==> config.mk <==
export PLATFORM = sky130hd
export DESIGN_NAME = rf_access_ctrl
export DESIGN_NICKNAME = d
export VERILOG_FILES = /design/src/rtl/rf_access_ctrl_pkg.sv /design/src/rtl/rf_access_ctrl.sv
export SDC_FILE = /design/constraint.sdc
export NUM_CORES = 1
export LEC_CHECK = 0
export CORE_MARGIN = 2
export CORE_UTILIZATION = 38
export DETAILED_ROUTE_END_ITERATION = 6
export MAX_ROUTING_LAYER = met4
export PLACE_DENSITY = 0.87
export SETUP_SLACK_MARGIN = 0.05
export SLEW_MARGIN = 20
export SYNTH_ARGS = -nofsm -noshare
export SYNTH_HDL_FRONTEND = slang
export SYNTH_SLANG_ARGS = --single-unit
==> constraint.sdc <==
create_clock -name CLK -period 2.47 [get_ports CLK]
set_clock_uncertainty 0.1 [all_clocks]
set_input_delay 0.6175 -clock CLK [delete_from_list [all_inputs] [get_ports CLK]]
set_output_delay 0.6175 -clock CLK [all_outputs]
set_load 0.02 [all_outputs]
==> images/placement_by_type.png <==
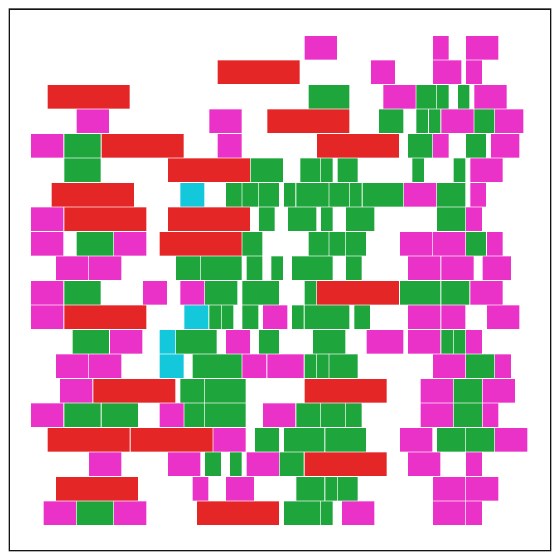
class	color	cells	share of their area
remaining buffers and delay cells	magenta	76	36%
clock drivers and dummy loads	cyan	4	1.5%
sequential cells	red	19	25%
combinational and other logic	green	92	37%
standard-cell row count: 20
fin area: 1910 um^2

==> images/flops_by_reg.png <==
Bar = 20 um. Other sequential cells in the stronger gray, the rest of the logic in the fainter gray.
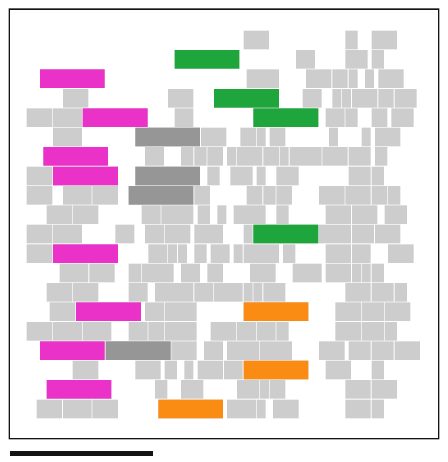
name in the netlist	color	placed flops
`dbg_rdata`	magenta	8
`sweep_cnt_q`	green	4
`starve_cnt_q`	orange	3
not colored	4
sequential portion of the cell area: 24.9%
seq pwr: 506 uW
register area: 475 um^2
post-layout utilization of the core: 63.6%

==> CHANGELOG.md <==
### Metrics

- Post-synth top area share: about two fifths
- Result of the run: finished, final reports clean
- DR WL/cell: roughly 15 um
- Reg-to-reg setup timing slack: roughly 520 ps
- Overall global routing resource usage: roughly a fifth
- Overall via count from detail_route: roughly 1200
- Post-synthesis cell count from yosys: ~120
- Combinational gate area: approximately 670 um^2
- First drt pass iteration count: 4
- Post-synthesis register bit count: 19
- Tally of OpenROAD warnings: 32
- Non-clock inverter count: 6
- Max incr delay on CP: just over 400 ps
- Sequential cell count of the final layout: 19
- Part of the total power dissipated in combinational logic: between 60% and 70%
- Area fraction in mux cells: between 10% and 20%
- Post-synth area hogs: sky130_fd_sc_hd__dfrtp_1 (40%), sky130_fd_sc_hd__ha_1 (8.4%), sky130_fd_sc_hd__mux2_2 (7.6%), sky130_fd_sc_hd__a22o_1 (6.6%), sky130_fd_sc_hd__nand2_1 (4.1%)
- Most used cells in the layout excluding fill and tap cells: sky130_fd_sc_hd__clkdlybuf4s50_1 (48), sky130_fd_sc_hd__dfrtp_1 (19), sky130_fd_sc_hd__nand2_1 (13)
- Antenna-violating nets left: 0
- Synthesis warning total: 0
- Share of cells above drive strength 1: between 20% and 30%
- Violation count after the first detailed-routing iteration: 34
- Crit Path Class: flip-flop to output port
- Multi-input gate count: 86
- Mean post-synth cell area: 10.1 um^2
- P per Cell Area: 1090 nW/um^2
- Post-place setup slack: -255 ps
- Total congestion overflow: 0
- Internal power: 1130 uW
- Yosys chip area: between 1000 and 1500 um^2
- DP Cell Count: between 200 and 250
- Cell type with the highest occurrence count on the critical path: sky130_fd_sc_hd__buf_4
- Count of max-cap constraint violations: 0
- Area fraction in xor and xnor cells: 1.47%
- Clock network latency to the later pin of the worst-skew pair: 290 ps
- Share of the clock period used by the worst path: a little over nine tenths
- Flip-flop cell with the highest count after synthesis: sky130_fd_sc_hd__dfrtp_1
## repair_timing
| action | in CTS | in global routing |
|---|---|---|
| setup endpoints to repair | 18 | 12 |
| pin swaps | 0 | 1 |
| cloned | 0 | 1 |
| resized | 59 | 7 |
| buffers inserted | 1 | 0 |
## through the flow
step | TNS [ps] | cell area [um^2] | util, %
global route | 0 | 1910 | 63.6
CTS | 0 | 1880 | 62.7
detailed placement | -1590 | 1910 | 63.7
finish | 0 | 1910 | 63.6
floorplan | 0 | 1190 | -
global placement | -1410 | 1910 | 63.7
## layer usage
layer,vias to the layer above,global-route usage (%),share of wire (%)
met5,-,-,0
met4,0,4.76,0.35
met3,2,4.98,11
met2,63,38.7,52
met1,549,20.3,37
li1,570,-,-
Power and IR drop assume default switching activity.
